[src/rtl/uib_mem_arbiter_if.sv]
// UIB arbiter bus bundle: N master-side request lanes plus the single memory-slave port.
// Latency: none, wires only.
// Backpressure: m_ready is the only accept signal; the slave port never stalls.
interface uib_mem_arbiter_if #(
  parameter int N_MST  = 2,
  parameter int XLEN   = 32,
  parameter int ADDR_W = 32,
  parameter int MODE_W = 2
);
  // requester side, flattened: lane i at [i*W +: W]
  logic [N_MST-1:0]        m_req;
  logic [N_MST-1:0]        m_wen;
  logic [N_MST*ADDR_W-1:0] m_addr;
  logic [N_MST*MODE_W-1:0] m_mode;
  logic [N_MST*XLEN-1:0]   m_dat_w;
  logic [N_MST-1:0]        m_ready;
  logic [N_MST-1:0]        m_rvalid;
  logic [XLEN-1:0]         m_dat_r;

  // memory slave side
  logic                    s_req;
  logic                    s_wen;
  logic [ADDR_W-1:0]       s_addr;
  logic [MODE_W-1:0]       s_mode;
  logic [XLEN-1:0]         s_dat_o;
  logic [XLEN-1:0]         s_dat_i;

  // arbiter view: it is the slave of the requesters and drives the memory port
  modport slave (
    input  m_req, m_wen, m_addr, m_mode, m_dat_w, s_dat_i,
    output m_ready, m_rvalid, m_dat_r, s_req, s_wen, s_addr, s_mode, s_dat_o
  );

  // environment view: requesters plus the memory model
  modport master (
    output m_req, m_wen, m_addr, m_mode, m_dat_w, s_dat_i,
    input  m_ready, m_rvalid, m_dat_r, s_req, s_wen, s_addr, s_mode, s_dat_o
  );
endinterface

[src/rtl/uib_mem_arbiter.sv]
// Round-robin arbiter sharing one UIB memory slave between N_MST masters, one op in flight.
// Latency: accept T, issue T+1, capture after RD_LAT WAIT cycles, m_rvalid at T+2+RD_LAT.
// Backpressure: m_ready only in IDLE for the winner; requests wait (held by masters) otherwise.
module uib_mem_arbiter #(
  parameter int N_MST  = 2,
  parameter int XLEN   = 32,
  parameter int ADDR_W = 32,
  parameter int MODE_W = 2,
  parameter int RD_LAT = 1
) (
  input  logic               clk,
  input  logic               rst,
  uib_mem_arbiter_if.slave   bus
);
  localparam int PTR_W = $clog2(N_MST);
  localparam int CNT_W = 3;

  typedef enum logic [1:0] {
    IDLE  = 2'd0,
    ISSUE = 2'd1,
    WAIT  = 2'd2
  } state_t;

  state_t             state_q, state_d;
  logic [PTR_W-1:0]   rr_ptr_q, rr_ptr_d;
  logic [PTR_W-1:0]   owner_q, owner_d;
  logic               wen_q, wen_d;
  logic [ADDR_W-1:0]  addr_q, addr_d;
  logic [MODE_W-1:0]  mode_q, mode_d;
  logic [XLEN-1:0]    dat_w_q, dat_w_d;
  logic [CNT_W-1:0]   cnt_q, cnt_d;
  logic [N_MST-1:0]   rvalid_q, rvalid_d;
  logic [XLEN-1:0]    dat_r_q, dat_r_d;

  logic [N_MST-1:0]   req_rot;
  logic               found;
  logic [PTR_W:0]     win_sum;
  logic [PTR_W-1:0]   winner;
  logic [N_MST-1:0]   ready_c;

  // pick the first requester at or after rr_ptr, wrapping modulo N_MST
  always_comb begin
    req_rot = N_MST'({bus.m_req, bus.m_req} >> rr_ptr_q);
    found   = 1'b0;
    win_sum = {1'b0, rr_ptr_q};
    for (int k = 0; k < N_MST; k++) begin
      if (!found && req_rot[k]) begin
        found   = 1'b1;
        win_sum = {1'b0, rr_ptr_q} + (PTR_W+1)'(k);
      end
    end
    if (win_sum >= (PTR_W+1)'(N_MST)) begin
      win_sum = win_sum - (PTR_W+1)'(N_MST);
    end
    winner = win_sum[PTR_W-1:0];
  end

  // next-state, request latch, latency countdown and completion
  always_comb begin
    state_d  = state_q;
    rr_ptr_d = rr_ptr_q;
    owner_d  = owner_q;
    wen_d    = wen_q;
    addr_d   = addr_q;
    mode_d   = mode_q;
    dat_w_d  = dat_w_q;
    cnt_d    = cnt_q;
    rvalid_d = '0;
    dat_r_d  = dat_r_q;
    ready_c  = '0;
    case (state_q)
      IDLE: begin
        // gated by rst so nothing is accepted in a cycle that is being reset
        if (found && !rst) begin
          ready_c = N_MST'(1) << winner;
          owner_d = winner;
          for (int i = 0; i < N_MST; i++) begin
            if (winner == PTR_W'(i)) begin
              wen_d   = bus.m_wen[i];
              addr_d  = bus.m_addr[i*ADDR_W +: ADDR_W];
              mode_d  = bus.m_mode[i*MODE_W +: MODE_W];
              dat_w_d = bus.m_dat_w[i*XLEN +: XLEN];
            end
          end
          rr_ptr_d = (winner == PTR_W'(N_MST-1)) ? '0 : winner + 1'b1;
          state_d  = ISSUE;
        end
      end
      ISSUE: begin
        cnt_d   = CNT_W'(RD_LAT);
        state_d = WAIT;
      end
      WAIT: begin
        cnt_d = cnt_q - 1'b1;
        if (cnt_q == CNT_W'(1)) begin
          if (!wen_q) begin
            dat_r_d = bus.s_dat_i;
          end
          rvalid_d = N_MST'(1) << owner_q;
          state_d  = IDLE;
        end
      end
      default: state_d = IDLE;
    endcase
  end

  // state and datapath registers; reset aborts any in-flight op
  always_ff @(posedge clk) begin
    if (rst) begin
      state_q  <= IDLE;
      rr_ptr_q <= '0;
      owner_q  <= '0;
      wen_q    <= 1'b0;
      addr_q   <= '0;
      mode_q   <= '0;
      dat_w_q  <= '0;
      cnt_q    <= '0;
      rvalid_q <= '0;
      dat_r_q  <= '0;
    end else begin
      state_q  <= state_d;
      rr_ptr_q <= rr_ptr_d;
      owner_q  <= owner_d;
      wen_q    <= wen_d;
      addr_q   <= addr_d;
      mode_q   <= mode_d;
      dat_w_q  <= dat_w_d;
      cnt_q    <= cnt_d;
      rvalid_q <= rvalid_d;
      dat_r_q  <= dat_r_d;
    end
  end

  // slave port is driven only during the single ISSUE cycle
  always_comb begin
    bus.s_req   = 1'b0;
    bus.s_wen   = 1'b0;
    bus.s_addr  = '0;
    bus.s_mode  = '0;
    bus.s_dat_o = '0;
    if (state_q == ISSUE) begin
      bus.s_req   = 1'b1;
      bus.s_wen   = wen_q;
      bus.s_addr  = addr_q;
      bus.s_mode  = mode_q;
      bus.s_dat_o = dat_w_q;
    end
  end

  assign bus.m_ready  = ready_c;
  assign bus.m_rvalid = rvalid_q;
  assign bus.m_dat_r  = dat_r_q;
endmodule

[src/flat_wrapper.sv]
// flat-port wrapper written by rule: the top's interface ports become plain ports
module uib_mem_arbiter_flat 
#(
  parameter int N_MST  = 2,
  parameter int XLEN   = 32,
  parameter int ADDR_W = 32,
  parameter int MODE_W = 2,
  parameter int RD_LAT = 1
)
  (clk, rst, bus_m_req, bus_m_wen, bus_m_addr, bus_m_mode, bus_m_dat_w, bus_s_dat_i, bus_m_ready, bus_m_rvalid, bus_m_dat_r, bus_s_req, bus_s_wen, bus_s_addr, bus_s_mode, bus_s_dat_o);
  uib_mem_arbiter_if #(.N_MST(N_MST), .XLEN(XLEN), .ADDR_W(ADDR_W), .MODE_W(MODE_W)) bus_i ();
  input  logic clk;
  input  logic rst;
  input wire logic [$bits(bus_i.m_req)-1:0] bus_m_req;
  input wire logic [$bits(bus_i.m_wen)-1:0] bus_m_wen;
  input wire logic [$bits(bus_i.m_addr)-1:0] bus_m_addr;
  input wire logic [$bits(bus_i.m_mode)-1:0] bus_m_mode;
  input wire logic [$bits(bus_i.m_dat_w)-1:0] bus_m_dat_w;
  input wire logic [$bits(bus_i.s_dat_i)-1:0] bus_s_dat_i;
  output wire logic [$bits(bus_i.m_ready)-1:0] bus_m_ready;
  output wire logic [$bits(bus_i.m_rvalid)-1:0] bus_m_rvalid;
  output wire logic [$bits(bus_i.m_dat_r)-1:0] bus_m_dat_r;
  output wire logic [$bits(bus_i.s_req)-1:0] bus_s_req;
  output wire logic [$bits(bus_i.s_wen)-1:0] bus_s_wen;
  output wire logic [$bits(bus_i.s_addr)-1:0] bus_s_addr;
  output wire logic [$bits(bus_i.s_mode)-1:0] bus_s_mode;
  output wire logic [$bits(bus_i.s_dat_o)-1:0] bus_s_dat_o;
  assign bus_i.m_req = bus_m_req;
  assign bus_i.m_wen = bus_m_wen;
  assign bus_i.m_addr = bus_m_addr;
  assign bus_i.m_mode = bus_m_mode;
  assign bus_i.m_dat_w = bus_m_dat_w;
  assign bus_i.s_dat_i = bus_s_dat_i;
  assign bus_m_ready = bus_i.m_ready;
  assign bus_m_rvalid = bus_i.m_rvalid;
  assign bus_m_dat_r = bus_i.m_dat_r;
  assign bus_s_req = bus_i.s_req;
  assign bus_s_wen = bus_i.s_wen;
  assign bus_s_addr = bus_i.s_addr;
  assign bus_s_mode = bus_i.s_mode;
  assign bus_s_dat_o = bus_i.s_dat_o;
  uib_mem_arbiter #(.N_MST(N_MST), .XLEN(XLEN), .ADDR_W(ADDR_W), .MODE_W(MODE_W), .RD_LAT(RD_LAT)) u_core (.clk(clk), .rst(rst), .bus(bus_i));
endmodule
[config.mk]
export PLATFORM = sky130hd
export DESIGN_NAME = uib_mem_arbiter_flat
export DESIGN_NICKNAME = d
export VERILOG_FILES = /design/src/rtl/uib_mem_arbiter_if.sv /design/src/rtl/uib_mem_arbiter.sv /design/src/flat_wrapper.sv
export SDC_FILE = /design/constraint.sdc
export NUM_CORES = 1
export LEC_CHECK = 0
export ABC_AREA = 1
export CORE_UTILIZATION = 41
export CTS_BUF_LIST = sky130_fd_sc_hd__clkbuf_16
export DETAILED_ROUTE_END_ITERATION = 6
export PLACE_DENSITY = 0.81
export SLEW_MARGIN = 20
export SYNTH_ARGS = -nofsm -noshare
export SYNTH_HDL_FRONTEND = slang
export SYNTH_SLANG_ARGS = --single-unit
[constraint.sdc]
create_clock -name clk -period 2.2 [get_ports clk]
set_input_delay 0.44 -clock clk [delete_from_list [all_inputs] [get_ports clk]]
set_output_delay 0.44 -clock clk [all_outputs]
set_load 0.1 [all_outputs]
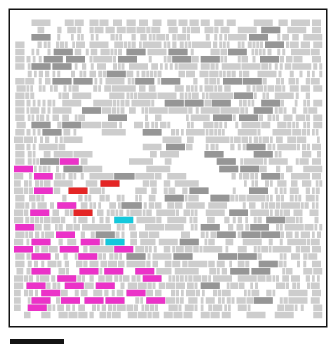
(register map, names as in the netlist)
Scale bar: 20 um.
| color | name in the netlist | sequential cells |
|---|---|---|
| magenta | u_core.bus.m_dat_r | 32 |
| cyan | u_core.bus.m_rvalid | 2 |
| red | u_core.cnt_q | 3 |
final core area utilization: 75.1%
Flop area: 2160 sq um
proportion of cell area occupied by registers: 22.5%
reported sequential group power: 2130 uW

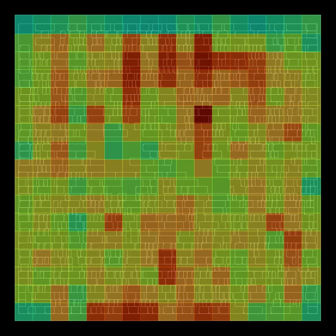
(congestion heat map)
met2 global-route usage: 44.9%
met3 usage in global routing: 7.66%
M1 GR Usage: 29.4%
overall routing resource usage: 25.6%

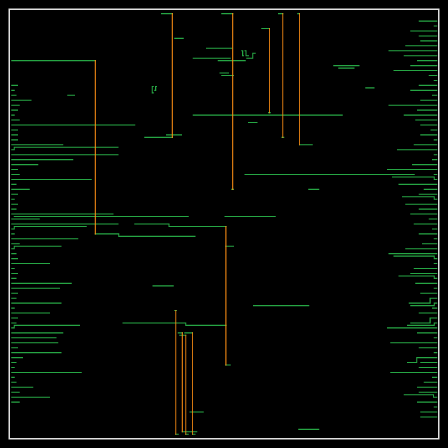
(signal wires by layer)
Two of the layers only.
| color | layer | wire length |
|---|---|---|
| orange | metal 4 | 377 um |
| green | metal 3 | 1,370 um |
total routed wirelength: 17.5 mm
DR vias: 6,112
average wire per cell in the routed design: 13.7 um

==> GITHUB_STEP_SUMMARY <==
## Synthesis and layout report

| Metric | Value |
|---|---|
| Total of warnings raised by yosys | `0` |
| Cells taking the most area after synthesis | `dfxtp_1, nand2_1, a21oi_1` |
| Status | `complete, no violations` |
| Maximum vdd drop | `between 300 and 400 uV` |
| Post-Syn Area per Cell | `6.43 sq um` |
| Worst reg2reg path startpoint | `u_core.state_q[0]` |
| Port Buffer Count | `273` |
| Floorplan Nets | `between 1k and 1.5k` |
| Data required time of the worst path | `between 1.5 and 2 ns` |
| Y dimension of the die | `~120 um` |
| Post-synth mux share | `0%` |
| Initial antenna violation count | `0` |
| Tightest Pin Transition | `between 0.8 and 0.9 ns` |
| Number of hold violations in the final report | `0` |
| Number of H-tree levels | `3` |
| DRC violation total after the first TritonRoute iteration | `342` |
| HPWL after detailed placement | `approximately 13 mm` |
| Proportion of register bits with asynchronous set or reset after synthesis | `0%` |
| Maximum fanout encountered on the critical timing path | `8` |
| Final hold slack | `roughly 0.45 ns` |
| Total CTS buffers | `9` |
| Die X | `~120 um` |
| Sinks on the clock net | `~110` |
| Placed cell area | `slightly above 9000 sq um` |
| Root buffer selected by CTS | `clkbuf_16` |
| Critical path data arrival time | `1.66 ns` |
| Peak clock frequency supported by timing | `between 400 and 500 MHz` |
| Total buffers and inverters traversed by the critical path | `5` |
| Total of flip-flops plus latches after synthesis | `~110` |
| Met2 Wirelength | `roughly 8.7 mm` |
| Via count of the first global-routing pass | `5,784` |
| Inserted Diodes | `0` |
| Nets@finish | `1,275` |
| Endpoint of the most critical setup path | `bus_s_addr[0]` |
| Top non-seq family | `simple AND/OR/NAND/NOR gates` |
| Crit. path cell count | `7` |
| Pre-antenna DRT Iters | `7` |
| Count of cells along the worst register-to-register path | `8` |
| Period utilisation layout | `between 90% and 100%` |
| Minimum clock period | `around 2.1 ns` |
registers in the layout, summed over array words and instances (netlist names):
| name | flops |
|---|---|
| u_core.rr_ptr_q | 1 |
| u_core.cnt_q | 3 |
| u_core.addr_q | 32 |
| u_core.mode_q | 2 |
| u_core.bus.m_dat_r | 32 |
| u_core.dat_w_q | 32 |
| u_core.wen_q | 1 |
| u_core.state_q | 2 |
| u_core.owner_q | 1 |
| u_core.bus.m_rvalid | 2 |
worst register-to-register path: cells and delay by family, from the launching register on:
family	cells	cell delay, ns
fa+ha+maj	1	0.21
buf+inv	4	0.56
simple gates	2	0.18
flops	1	0.38
compound gates	1	0.17
where the power goes:
group | switching, uW | internal (uW) | total, uW | leakage (uW)
Clock | 813 | 924 | 1740 | 0.000156
Combinational | 907 | 679 | 1590 | 0.00264
Sequential | 61.9 | 2070 | 2130 | 0.000880
Total | 1780 | 3670 | 5450 | 0.00368
cells in the mapped netlist, types with 2 or more instances:
cell type and n:
nand2_1 335, dfxtp_1 108, inv_1 108, a21oi_1 92
nand3_1 70, o21ai_0 36, buf_2 25, clkbuf_1 21
nand2_2 13, a21oi_2 11, buf_4 6, buf_6 6
ha_1 5, nor2_1 5, buf_1 2, inv_4 2
what timing repair did:
action	4_1_cts	5_1_grt
endpoints found under the setup margin	3	10
buffers inserted	1	3
gates resized	0	4
hold buffers	0	0
final cells by class:
class,instances,share of cell area [%]
well taps,172,2.24
clock buffers,9,2.34
multi-input cells,574,27.2
flip-flops and latches,108,22.5
repair buffers,297,37.8
inverters,110,6.95
clock inverters,7,1.05
per-stage QoR:
step           total power [uW]  std cells
2_1_floorplan              3090        852
3_5_place_dp               3750       1257
3_3_place_gp               3720       1257
4_1_cts                    5490       1274
5_1_grt                    5710       1277
6_report                   5450       1277
Power and IR drop assume default switching activity.
